**src/rtl/rv_pkg.sv**
```systemverilog
// Shared definitions for the instruction-fetch slice: machine widths,
// prefetch FSM states, the buffered {instr, pc} entry and a PC alignment helper.
// Optional feature macro used by the fetch unit: RV_IFU_BYPASS_EN.
package rv_pkg;

    localparam int XLEN        = 64;
    localparam int ILEN        = 32;
    localparam int INSTR_BYTES = 4;

    typedef enum logic {
        FETCH = 1'b0,
        DRAIN = 1'b1
    } ifu_state_t;

    typedef struct packed {
        logic [ILEN-1:0] instr;
        logic [XLEN-1:0] pc;
    } fifo_entry_t;

    // Clear the sub-word byte offset so every fetch address is instruction aligned
    function automatic logic [XLEN-1:0] align_pc(input logic [XLEN-1:0] pc);
        return pc & ~(XLEN'(INSTR_BYTES - 1));
    endfunction

endpackage

```
**src/rtl/rv_sync_fifo.sv**
```systemverilog
// Single-clock FIFO with synchronous clear and an occupancy count.
// The head entry is presented combinationally from registered storage, so data
// written on one edge is visible at the output from the following cycle.
// A pop on an empty FIFO is ignored; push and pop together at full are legal.
module rv_sync_fifo #(
    parameter int DEPTH = 4,
    parameter int WIDTH = 8
) (
    input  logic                         clk,
    input  logic                         rstn,
    input  logic                         push_i,
    input  logic [WIDTH-1:0]             data_i,
    input  logic                         pop_i,
    input  logic                         clear_i,
    output logic [WIDTH-1:0]             data_o,
    output logic [$clog2(DEPTH+1)-1:0]   count_o,
    output logic                         full_o,
    output logic                         empty_o
);

    localparam int AW = $clog2(DEPTH);
    localparam int CW = $clog2(DEPTH + 1);

    logic [WIDTH-1:0] mem_q [DEPTH];
    logic [AW-1:0]    wr_ptr_q;
    logic [AW-1:0]    rd_ptr_q;
    logic [CW-1:0]    count_q;
    logic             do_push;
    logic             do_pop;

    assign empty_o = (count_q == '0);
    assign full_o  = (count_q == CW'(DEPTH));
    assign count_o = count_q;
    assign data_o  = mem_q[rd_ptr_q];

    assign do_pop  = pop_i & ~empty_o;
    assign do_push = push_i & (~full_o | do_pop);

    // Entry storage: written at the tail on every accepted push
    always_ff @(posedge clk or negedge rstn) begin
        if (!rstn) begin
            for (int i = 0; i < DEPTH; i++) begin
                mem_q[i] <= '0;
            end
        end else if (do_push && !clear_i) begin
            mem_q[wr_ptr_q] <= data_i;
        end
    end

    // Pointer and occupancy bookkeeping; clear empties the FIFO in one cycle
    always_ff @(posedge clk or negedge rstn) begin
        if (!rstn) begin
            wr_ptr_q <= '0;
            rd_ptr_q <= '0;
            count_q  <= '0;
        end else if (clear_i) begin
            wr_ptr_q <= '0;
            rd_ptr_q <= '0;
            count_q  <= '0;
        end else begin
            if (do_push) begin
                wr_ptr_q <= wr_ptr_q + AW'(1);
            end
            if (do_pop) begin
                rd_ptr_q <= rd_ptr_q + AW'(1);
            end
            count_q <= count_q + CW'(do_push) - CW'(do_pop);
        end
    end

endmodule

```
**src/rtl/rv_ifu_prefetch.sv**
```systemverilog
// Instruction prefetch unit feeding the IF/ID register. Issues sequential word
// fetches over a valid/ready memory port, limits outstanding requests so every
// response is guaranteed a buffer slot, buffers in-order responses and hands
// {instr, pc} to decode. A redirect flushes the buffer and drops in-flight
// responses by counting them out in the DRAIN state.
// Optional: define RV_IFU_BYPASS_EN to forward a response straight to decode
// when nothing is buffered or being discarded and decode is ready.
module rv_ifu_prefetch
    import rv_pkg::*;
#(
    parameter logic [63:0] RESET_PC = 64'h0,
    parameter int          DEPTH    = 4,
    parameter int          MAX_OUTS = 2
) (
    input  logic             clk,
    input  logic             rstn,
    input  logic             redirect_i,
    input  logic [XLEN-1:0]  redirect_pc_i,
    output logic             mem_req_valid_o,
    input  logic             mem_req_ready_i,
    output logic [XLEN-1:0]  mem_req_addr_o,
    input  logic             mem_rsp_valid_i,
    input  logic [ILEN-1:0]  mem_rsp_data_i,
    output logic             instr_valid_o,
    output logic [ILEN-1:0]  instr_o,
    output logic [XLEN-1:0]  instr_pc_o,
    input  logic             instr_ready_i
);

    localparam int CW = $clog2(DEPTH + 1);
    localparam int SW = CW + 1;
    localparam int FW = $bits(fifo_entry_t);
    localparam logic [XLEN-1:0] PC_STEP = XLEN'(INSTR_BYTES);

    ifu_state_t      state_q, state_d;
    logic [XLEN-1:0] fetch_pc_q, fetch_pc_d;
    logic [XLEN-1:0] rsp_pc_q, rsp_pc_d;
    logic [CW-1:0]   outs_q, outs_d;
    logic [CW-1:0]   discard_q, discard_d;

    logic [CW-1:0]   fifo_count;
    logic            fifo_full;
    logic            fifo_empty;
    logic            fifo_push;
    logic            fifo_pop;
    fifo_entry_t     push_entry;
    fifo_entry_t     head_entry;

    logic            req_fire;
    logic            rsp_drop;
    logic            credit_ok;
    logic            bypass;

    // A request is allowed only if its eventual response already has a FIFO slot
    assign credit_ok = (outs_q < CW'(MAX_OUTS)) &&
                       ((SW'(outs_q) + SW'(fifo_count)) < SW'(DEPTH));

    assign mem_req_valid_o = rstn & (state_q == FETCH) & ~redirect_i & credit_ok;
    assign mem_req_addr_o  = fetch_pc_q;
    assign req_fire        = mem_req_valid_o & mem_req_ready_i;

    assign rsp_drop = mem_rsp_valid_i & (discard_q != '0);

`ifdef RV_IFU_BYPASS_EN
    assign bypass = mem_rsp_valid_i & fifo_empty & (discard_q == '0) &
                    instr_ready_i & ~redirect_i;
`else
    assign bypass = 1'b0;
`endif

    assign push_entry.instr = mem_rsp_data_i;
    assign push_entry.pc    = rsp_pc_q;

    assign fifo_push = mem_rsp_valid_i & ~rsp_drop & ~redirect_i & ~bypass &
                       (~fifo_full | fifo_pop);
    assign fifo_pop  = ~fifo_empty & ~redirect_i & instr_ready_i;

    rv_sync_fifo #(
        .DEPTH (DEPTH),
        .WIDTH (FW)
    ) u_fifo (
        .clk     (clk),
        .rstn    (rstn),
        .push_i  (fifo_push),
        .data_i  (push_entry),
        .pop_i   (fifo_pop),
        .clear_i (redirect_i),
        .data_o  (head_entry),
        .count_o (fifo_count),
        .full_o  (fifo_full),
        .empty_o (fifo_empty)
    );

    assign instr_valid_o = (~fifo_empty & ~redirect_i) | bypass;
    assign instr_o       = bypass ? mem_rsp_data_i :
                           (fifo_empty ? '0 : head_entry.instr);
    assign instr_pc_o    = bypass ? rsp_pc_q :
                           (fifo_empty ? '0 : head_entry.pc);

    // State register for the fetch PCs, credit counters and FSM
    always_ff @(posedge clk or negedge rstn) begin
        if (!rstn) begin
            state_q    <= FETCH;
            fetch_pc_q <= RESET_PC;
            rsp_pc_q   <= RESET_PC;
            outs_q     <= '0;
            discard_q  <= '0;
        end else begin
            state_q    <= state_d;
            fetch_pc_q <= fetch_pc_d;
            rsp_pc_q   <= rsp_pc_d;
            outs_q     <= outs_d;
            discard_q  <= discard_d;
        end
    end

    // Next-state logic: redirect overrides normal issue/response bookkeeping
    always_comb begin
        state_d    = state_q;
        fetch_pc_d = fetch_pc_q;
        rsp_pc_d   = rsp_pc_q;
        outs_d     = outs_q + CW'(req_fire) - CW'(mem_rsp_valid_i);
        discard_d  = discard_q;

        if (redirect_i) begin
            // Everything still in flight after this cycle is stale
            fetch_pc_d = align_pc(redirect_pc_i);
            rsp_pc_d   = align_pc(redirect_pc_i);
            discard_d  = outs_q - CW'(mem_rsp_valid_i);
            state_d    = (discard_d != '0) ? DRAIN : FETCH;
        end else begin
            if (req_fire) begin
                fetch_pc_d = fetch_pc_q + PC_STEP;
            end
            if (mem_rsp_valid_i) begin
                if (rsp_drop) begin
                    discard_d = discard_q - CW'(1);
                end else begin
                    rsp_pc_d = rsp_pc_q + PC_STEP;
                end
            end
            case (state_q)
                FETCH:   state_d = FETCH;
                DRAIN:   state_d = (discard_d == '0) ? FETCH : DRAIN;
                default: state_d = FETCH;
            endcase
        end
    end

endmodule

```
**config.mk**
```make
export PLATFORM = sky130hd
export DESIGN_NAME = rv_ifu_prefetch
export DESIGN_NICKNAME = d
export VERILOG_FILES = /design/src/rtl/rv_pkg.sv /design/src/rtl/rv_sync_fifo.sv /design/src/rtl/rv_ifu_prefetch.sv
export SDC_FILE = /design/constraint.sdc
export NUM_CORES = 1
export LEC_CHECK = 0
export CORE_ASPECT_RATIO = 0.5
export CORE_MARGIN = 5
export CORE_UTILIZATION = 55
export CTS_BUF_LIST = sky130_fd_sc_hd__clkbuf_8
export DETAILED_ROUTE_END_ITERATION = 6
export GPL_TIMING_DRIVEN = 0
export PLACE_DENSITY = 0.9
export SLEW_MARGIN = 20
export SYNTH_ARGS = -nofsm -noshare
export SYNTH_HDL_FRONTEND = slang
export SYNTH_SLANG_ARGS = --single-unit
```
**constraint.sdc**
```tcl
create_clock -name clk -period 9.4 [get_ports clk]
set_input_delay 2.35 -clock clk [delete_from_list [all_inputs] [get_ports clk]]
set_output_delay 2.35 -clock clk [all_outputs]
set_load 0.02 [all_outputs]
```
### Placed cells, one colour a class, run 1

Fill, decap, tap and diode cells in grey.
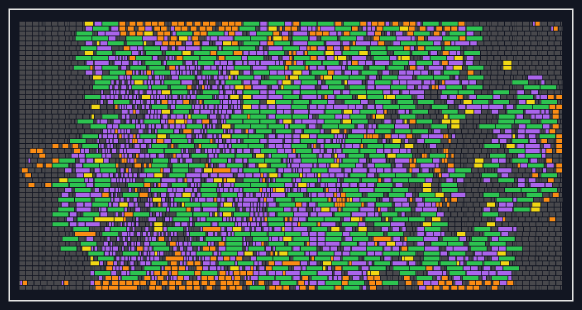
colour	class	cells	share of their area
orange	remaining buffers and delay cells	404	12%
yellow	clock drivers and dummy loads	134	5.4%
purple	remaining logic cells	1309	39%
green	registers	514	44%

### Nets reached from selected ports, run 1

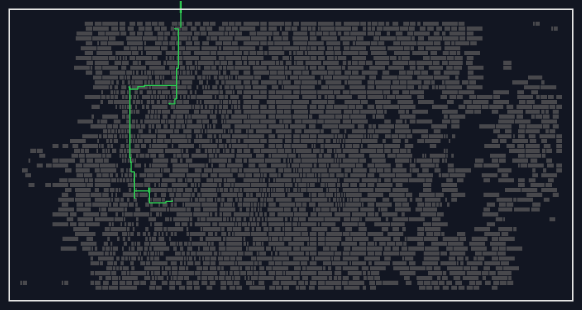
colour	port	direction	edge	end cells	buffers	wire
green	mem_req_valid_o	output	top	1	1	183 microns

==> out/results.ini, run 1 <==
[placed_design]
dp_slack_ps = 2033
hpwl_microns = 52840
place_area_sq_mm = 0.02868
port_buffers = 256

[detailed_routing]
routed_wl_microns = 75690
highest-signal-layer = met4
first_iter_violations = 2088
dr_wl_met3_microns = 7216
vias = 18918
viasPerCell = 6.391
route.detailed.drc = 0
ant_nets = 0
dr_wl_met2_microns = 35970

[layout]
layout.cells.non_filler = 2960
seq_area_frac = 0.4247
mostFrequentLayoutCell = dfrtp_1
stdcell_area_sq_mm = 0.03028
clkCellAreaFrac = 0.05293
n_all_inverters = 32
area_growth_pct = 20.24
nClkBuffers = 105
comb_area_frac = 0.3799
lay_top_cells = dfrtp_1, mux2_2, clkdlybuf4s50_1
drive_gt1_frac = 0.2948
buffers = 404
fin_util = 0.6698
mi_logic_area_sq_mm = 0.01150
dominant_cells = registers

[status]
status = finished clean

[min_path]
worstHoldPathType = register to register

[global_route]
grt_pass1_wl_microns = 116200
grt-ovfl-total = 0
use_met3 = 0.06065
grt_use_met1 = 0.3855
antenna_found_initial = 0
grt_use_total = 0.2977
grt_max_degree = 95
use_met2 = 0.4824

[job]
drv_cap = 0
tool_warnings = 32

[cts]
htreeDepth = 3
cts_buffer_depth = 3
cts_buffers = 74
postCtsSetupRepairBufs = 0
cts_resized = 0
tritoncts = done

[final_timing]
worst_pin_slew_ps = 1120
setup_violations = 0
rsz0062_at_grt = false
worst_clock_skew_ps = 25.45
slew_viol_final = 0
slew_headroom = 0.2466
whs_ps = 501.4
hold_viol_final = 0
fmax_ghz = 0.1307
post-route-min-period_ps = 7648

[die]
die_y_microns = 161.3
fp-row-count = 55
chipArea_sq_mm = 0.05043
io_pins = 264
n_tap_cell = 598
fp-utilization = 0.5571
die_x_microns = 312.6

[logic_synthesis]
syn_area_per_cell_sq_um = 12.84
edf_count = 0
synth_cells = 1962
ys_warn_count = 0
ys_cells = 1962
ys_seq_frac = 0.5107
flop_cell = dfrtp_1

[power_and_ir_drop]
finalPower_uw = 6763
irDropWorstVdd_mv = 0.1067

[critical_path]
cp.arrival_ps = 5300
worstSetupStartpointType = input pin
required_ps = 7050

### Metal 3, run 1

Bar = 100 microns.
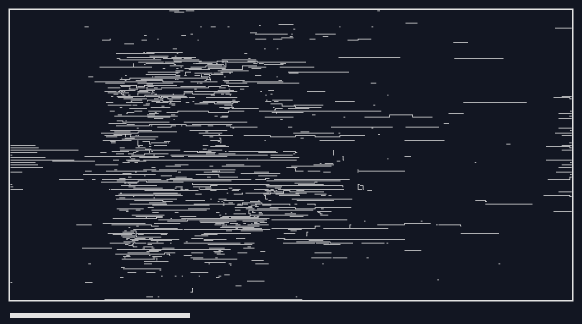
wire length on this layer	7220 microns
share of all routed wire	9.5%
longest straight run	110 microns
main direction	horizontal
nets with wire on the layer	417

### Met2 routing, run 1

Cells faint in the background.
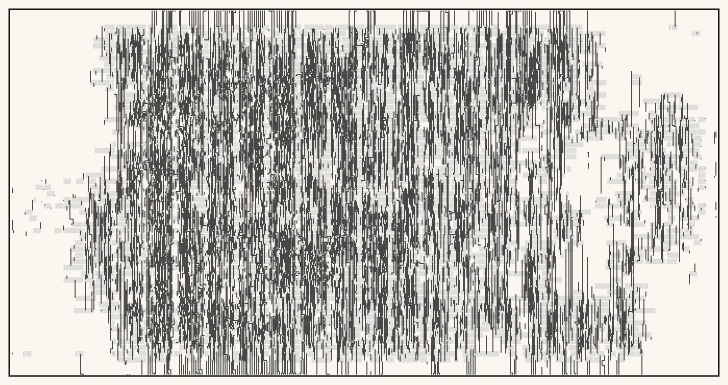
share of all routed wire	48%
wire length on this layer	36.0 mm
longest straight run	60.5 microns
main direction	vertical

-- run 1: critical path: stages --
cell             delay, ps
buf_8                  380
buf_16                 410
nor4b_1                450
nand4_1                440
inv_1                  460
clkdlybuf4s50_1        690
-- run 1: synth_stat cells (all sizes together), types with 45 or more instances --
master	n	area [sq um]
and2	111	696.9
buf	71	350.3
clkbuf	67	295.3
dfrtp	514	12860
mux2	402	4527
mux4	94	2117
nand2	98	370.4
nand3	75	400.4
nand4	54	344.1
nor2	65	244.0
o21ai	61	305.3
xor2	45	394.1
-- run 1: registers in the layout (all words and copies together) (netlist names) --
name / count
u_fifo.mem_q: 376
mem_req_addr_o: 62
rsp_pc_q: 62
discard_q: 3
outs_q: 3
u_fifo.count_o: 3
u_fifo.rd_ptr_q: 2
u_fifo.wr_ptr_q: 2
state_q: 1
-- run 1: cell families after synthesis --
logic type / after synthesis / share of synthesized area
other: 1 / 0.0001489
xor gates and xnor gates: 87 / 0.03025
buffers and inverters: 174 / 0.03298
and+or+nand+nor: 514 / 0.1123
AOI/OAI and AO/OA: 149 / 0.03661
adders and majority gates: 19 / 0.01003
muxes: 504 / 0.2670
DFF: 514 / 0.5107
-- run 1: power breakdown --
group / internal, uW / switching (uW)
sequential: 2550 / 265
combinational: 1040 / 986
clock: 1020 / 899
total: 4610 / 2150
-- run 1: final timing paths --
path | startpoint | to | slack [ps] | cells past startpoint
min | u_fifo.mem_q[104] | u_fifo.mem_q[104] | 500 | 1
min reg2reg | u_fifo.mem_q[104] | u_fifo.mem_q[104] | 500 | 1
min in group asynchronous | rstn | mem_req_addr_o[25] | 1640 | 1
max | rstn | mem_req_valid_o | 1750 | 6
max reg2reg | u_fifo.count_o[2] | outs_q[2] | 4770 | 13
max in group asynchronous | rstn | u_fifo.mem_q[368] | 6240 | 4
==> run 1 -> run 2 <==
--- a/config.mk
+++ b/config.mk
@@ -7,7 +7,7 @@
 export LEC_CHECK = 0
 export CORE_ASPECT_RATIO = 0.5
 export CORE_MARGIN = 5
-export CORE_UTILIZATION = 55
+export CORE_UTILIZATION = 53
 export CTS_BUF_LIST = sky130_fd_sc_hd__clkbuf_8
 export DETAILED_ROUTE_END_ITERATION = 6
 export GPL_TIMING_DRIVEN = 0
==> constraint.sdc (replaced) <==
create_clock -name clk -period 6.8 [get_ports clk]
set_input_delay 1.7 -clock clk [delete_from_list [all_inputs] [get_ports clk]]
set_output_delay 1.7 -clock clk [all_outputs]
set_load 0.02 [all_outputs]
==> run 2 against run 1 <==
Synthesized cell count unchanged. Setup slack got worse by 910 ps. Via count increased by 0.92%. Global-route usage increased by 0.12 points. Register-to-register slack got worse by 2300 ps. Critical path depth unchanged. Total power increased by 39%. Sequential cell count unchanged. Critical path type unchanged. Largest power group unchanged.
==> out/results.ini, run 2 <==
[detailed_routing]
routed_wl_microns = 78540
first_iter_violations = 2293
vias = 19092

[final_timing]
slew_headroom = 0.2638
post-route-min-period_ps = 5960
whs_ps = 503.5
fmax_ghz = 0.1678
worst_clock_skew_ps = 39.24
rsz0062_at_grt = false
slew_viol_final = 0

[critical_path]
required_ps = 5100
cp.arrival_ps = 4260
worstSetupStartpointType = input pin
cp-startpoint = rstn
r2r_start = u_fifo.count_o[2]

[cts]
htreeDepth = 3
cts_resized = 0
tritoncts = done
cts_buffer_depth = 3
postCtsSetupRepairBufs = 0

[layout]
layout.cells.non_filler = 3001
lay_top_cells = dfrtp_1, mux2_2, clkdlybuf4s50_1
largest_reg_flops = 376
drive_gt1_frac = 0.2932
fin_util = 0.6455

[global_route]
grt_use_total = 0.2989
grt_max_degree = 99
grt-ovfl-total = 0

[status]
status = finished clean

[logic_synthesis]
syn_area_per_cell_sq_um = 12.84
synth_cells = 1962
edf_count = 0
synth.most_common_cell = dfrtp_1
ys_cells = 1962
ys_seq_frac = 0.5107
flop_cell = dfrtp_1
yosysTopAreaCell = dfrtp_1

[power_and_ir_drop]
p_comb_frac = 0.303
swShare = 0.3247
p_int_uw = 6338
finalPower_uw = 9386

[placed_design]
port_buffers = 256
hpwl_microns = 54050
dp_slack_ps = 828.7

[die]
io_pins = 264
chipArea_sq_mm = 0.05225

[job]
tool_warnings = 32

==> run 2: final timing paths <==
check / slack (ps) / depth (start not counted) / endpoint
max: 840 / 6 / mem_req_valid_o
min: 500 / 1 / u_fifo.mem_q[383]
max reg2reg: 2500 / 13 / outs_q[2]
min reg2reg: 500 / 1 / u_fifo.mem_q[383]
max in group asynchronous: 4390 / 4 / u_fifo.mem_q[85]
min in group asynchronous: 970 / 1 / mem_req_addr_o[24]
==> run 2: area by class of cell <==
class	count	area share
Multi-Input combinational cell	1277	0.3798
Clock inverter	39	0.008794
Inverter	32	0.003964
Antenna cell	3	0.0002477
Sequential cell	514	0.4244
Buffer	142	0.02349
Tap cell	638	0.02634
Timing Repair Buffer	262	0.09017
Clock buffer	94	0.04269
==> run 2: cells by family after synthesis <==
family,synth area share
AOI/OAI and AO/OA,0.03661
buffers and inverters,0.03298
and+or+nand+nor,0.1123
xor gates and xnor gates,0.03025
DFF,0.5107
other,0.0001489
muxes,0.2670
adders and majority gates,0.01003
==> run 2: power by group through the flow <==
stage | combinational (uW) | sequential, uW | clock, uW
3_3_place_gp | 2680 | 3890 | 0
3_5_place_dp | 2790 | 3920 | 0
4_1_cts | 2840 | 3880 | 2640
6_report | 2840 | 3900 | 2640
2_1_floorplan | 1720 | 3830 | 0
5_1_grt | 3030 | 3940 | 2800
==> run 2: critical path: stages <==
cell and delay [ps]:
buf_8 340, buf_16 370, nor4b_1 290, nand4_1 360
inv_1 430, clkdlybuf4s50_1 690
==> run 2: per-layer routing <==
| metal | global-route usage | wire [microns] | vias to the layer above |
|---|---|---|---|
| li1 | - | - | 7789 |
| met1 | 0.3671 | 28540 | 9665 |
| met2 | 0.4884 | 37290 | 1259 |
| met3 | 0.07868 | 7723 | 375 |
| met4 | 0.1690 | 4957 | 4 |
| met5 | 0 | 31 | - |
### Placed cells, one colour a class, run 2

Fill, decap, tap and diode cells in grey.
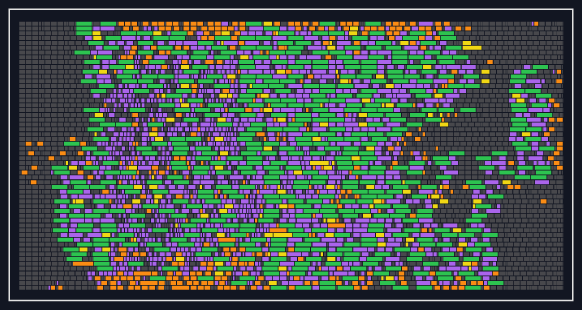
colour	class	cells	share of their area
purple	remaining logic cells	1309	39%
yellow	clock drivers and dummy loads	133	5.3%
orange	remaining buffers and delay cells	404	12%
green	registers	514	44%

==> run 2 -> run 3 <==
--- a/config.mk
+++ b/config.mk
@@ -5,10 +5,10 @@
 export SDC_FILE = /design/constraint.sdc
 export NUM_CORES = 1
 export LEC_CHECK = 0
-export CORE_ASPECT_RATIO = 0.5
 export CORE_MARGIN = 5
 export CORE_UTILIZATION = 53
 export CTS_BUF_LIST = sky130_fd_sc_hd__clkbuf_8
+export CTS_CLUSTER_DIAMETER = 40
 export DETAILED_ROUTE_END_ITERATION = 6
 export GPL_TIMING_DRIVEN = 0
 export PLACE_DENSITY = 0.9
@@ -16,3 +16,4 @@
 export SYNTH_ARGS = -nofsm -noshare
 export SYNTH_HDL_FRONTEND = slang
 export SYNTH_SLANG_ARGS = --single-unit
+export TNS_END_PERCENT = 30
==> run 3 against run 2 <==
Sequential power barely moved. Cell count is 0.27% higher. Sequential share of layout area fell by 0.66 points. Fmax decreased by 3.9%. Worst hold slack got worse by 4.6 ps. Global-route usage down 1.3 points. Sequential cell count did not move. Critical path type unchanged. Critical endpoint unchanged.
==> out/results.ini, run 3 <==
[detailed_routing]
highest-signal-layer = met5
route.detailed.drc = 0
dr_wl_met2_microns = 35670
viasPerCell = 6.157
dr_wl_met3_microns = 6186
met1Wirelength_microns = 30180

[final_timing]
worst_pin_slew_ps = 1037
rsz0062_at_grt = false
whs_ps = 498.9
post-route-min-period_ps = 6200
slew_headroom = 0.3021
worst_clock_skew_ps = 34.18

[logic_synthesis]
adder_share = 0.01003
yosys.area_share.aoi = 0.03661
flop_cell = dfrtp_1
mux_share = 0.2670
area_leaders = dfrtp_1, mux2_2, mux4_2, and2_1, xor2_1
top_area_frac = 0.5107
yosysTopAreaCell = dfrtp_1
netlist_logic_family_top = multiplexers

[die]
io_pins = 264
chipArea_sq_mm = 0.05198
fp-row-count = 79

[global_route]
grt_use_total = 0.2862
use_met2 = 0.4673
grt_pass1_wl_microns = 117400

[job]
drv_cap = 0

[layout]
largest_reg_flops = 376
stdcell_area_sq_mm = 0.03078
mostFrequentLayoutCell = dfrtp_1
drive_gt1_frac = 0.3024

[critical_path]
crit_chain = buf_8 -> buf_16 -> nor4b_1 -> nand4_1 -> inv_1 -> clkdlybuf4s50_1
cp_slowest_cell = clkdlybuf4s50_1

[cts]
htreeDepth = 3

[status]
status = finished clean

==> run 3: cell counts after synthesis <==
Identical to the previous run, type by type.
==> run 3: final timing paths <==
path / from / endpoint / slack [ps]
worst max-delay path: rstn / mem_req_valid_o / 600
worst min-delay path: u_fifo.mem_q[186] / u_fifo.mem_q[186] / 500
worst max register to register: outs_q[2] / outs_q[2] / 2710
worst min register to register: u_fifo.mem_q[186] / u_fifo.mem_q[186] / 500
max in group asynchronous: rstn / u_fifo.mem_q[243] / 4410
min in group asynchronous: rstn / u_fifo.mem_q[356] / 1020
==> run 3: metrics by stage <==
step | cells | worst slack, ps
final | 3009 | 599.5
after global routing | 3009 | 399.3
after CTS | 3008 | 619.8
after detailed placement | 2833 | 641.4
after global placement | 2828 | -17390
after floorplan | 1965 | 2487
==> run 3: area by class of cell <==
type / count / area [sq um] / share of cell area
diodes: 1 / 2.502 / 0.00008129
plain buffers: 142 / 710.7 / 0.02309
clock buffers: 121 / 1665 / 0.05410
clock inverters: 54 / 451.7 / 0.01467
inverters: 32 / 120.1 / 0.003902
multi-input cells: 1277 / 11500 / 0.3738
flip-flops and latches: 514 / 12860 / 0.4179
well taps: 607 / 759.5 / 0.02467
repair buffers: 261 / 2705 / 0.08788
==> run 3: power breakdown <==
| group | total (uW) | switching (uW) | internal, uW |
|---|---|---|---|
| clock network | 3240 | 1360 | 1880 |
| logic | 2770 | 1330 | 1430 |
| registers | 3890 | 361 | 3530 |
==> run 3: cell families (layout without fill, tap and decap cells) <==
logic type	count (synthesis)	count (layout)
xor gates and xnor gates	87	87
buffers and inverters	174	610
and+or+nand+nor	514	514
adders and majority gates	19	19
muxes	504	504
AOI/OAI and AO/OA	149	149
DFF	514	514
other	1	5
### Met2 routing, run 3

Cells faint in the background.
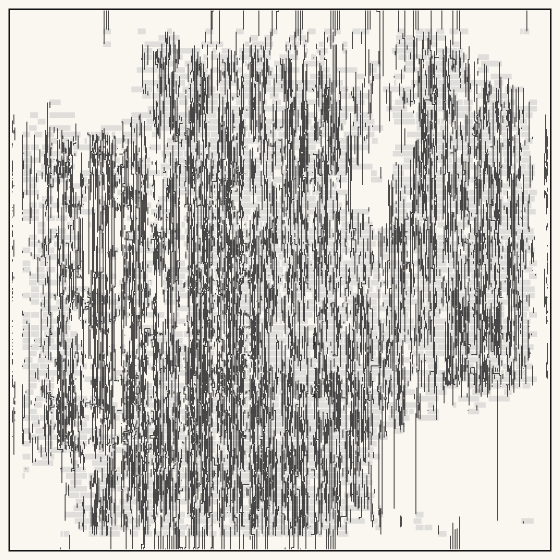
main direction	vertical
wire length on this layer	35.7 mm
share of all routed wire	47%
longest straight run	120 microns

Power is estimated from default activity; no workload was simulated.
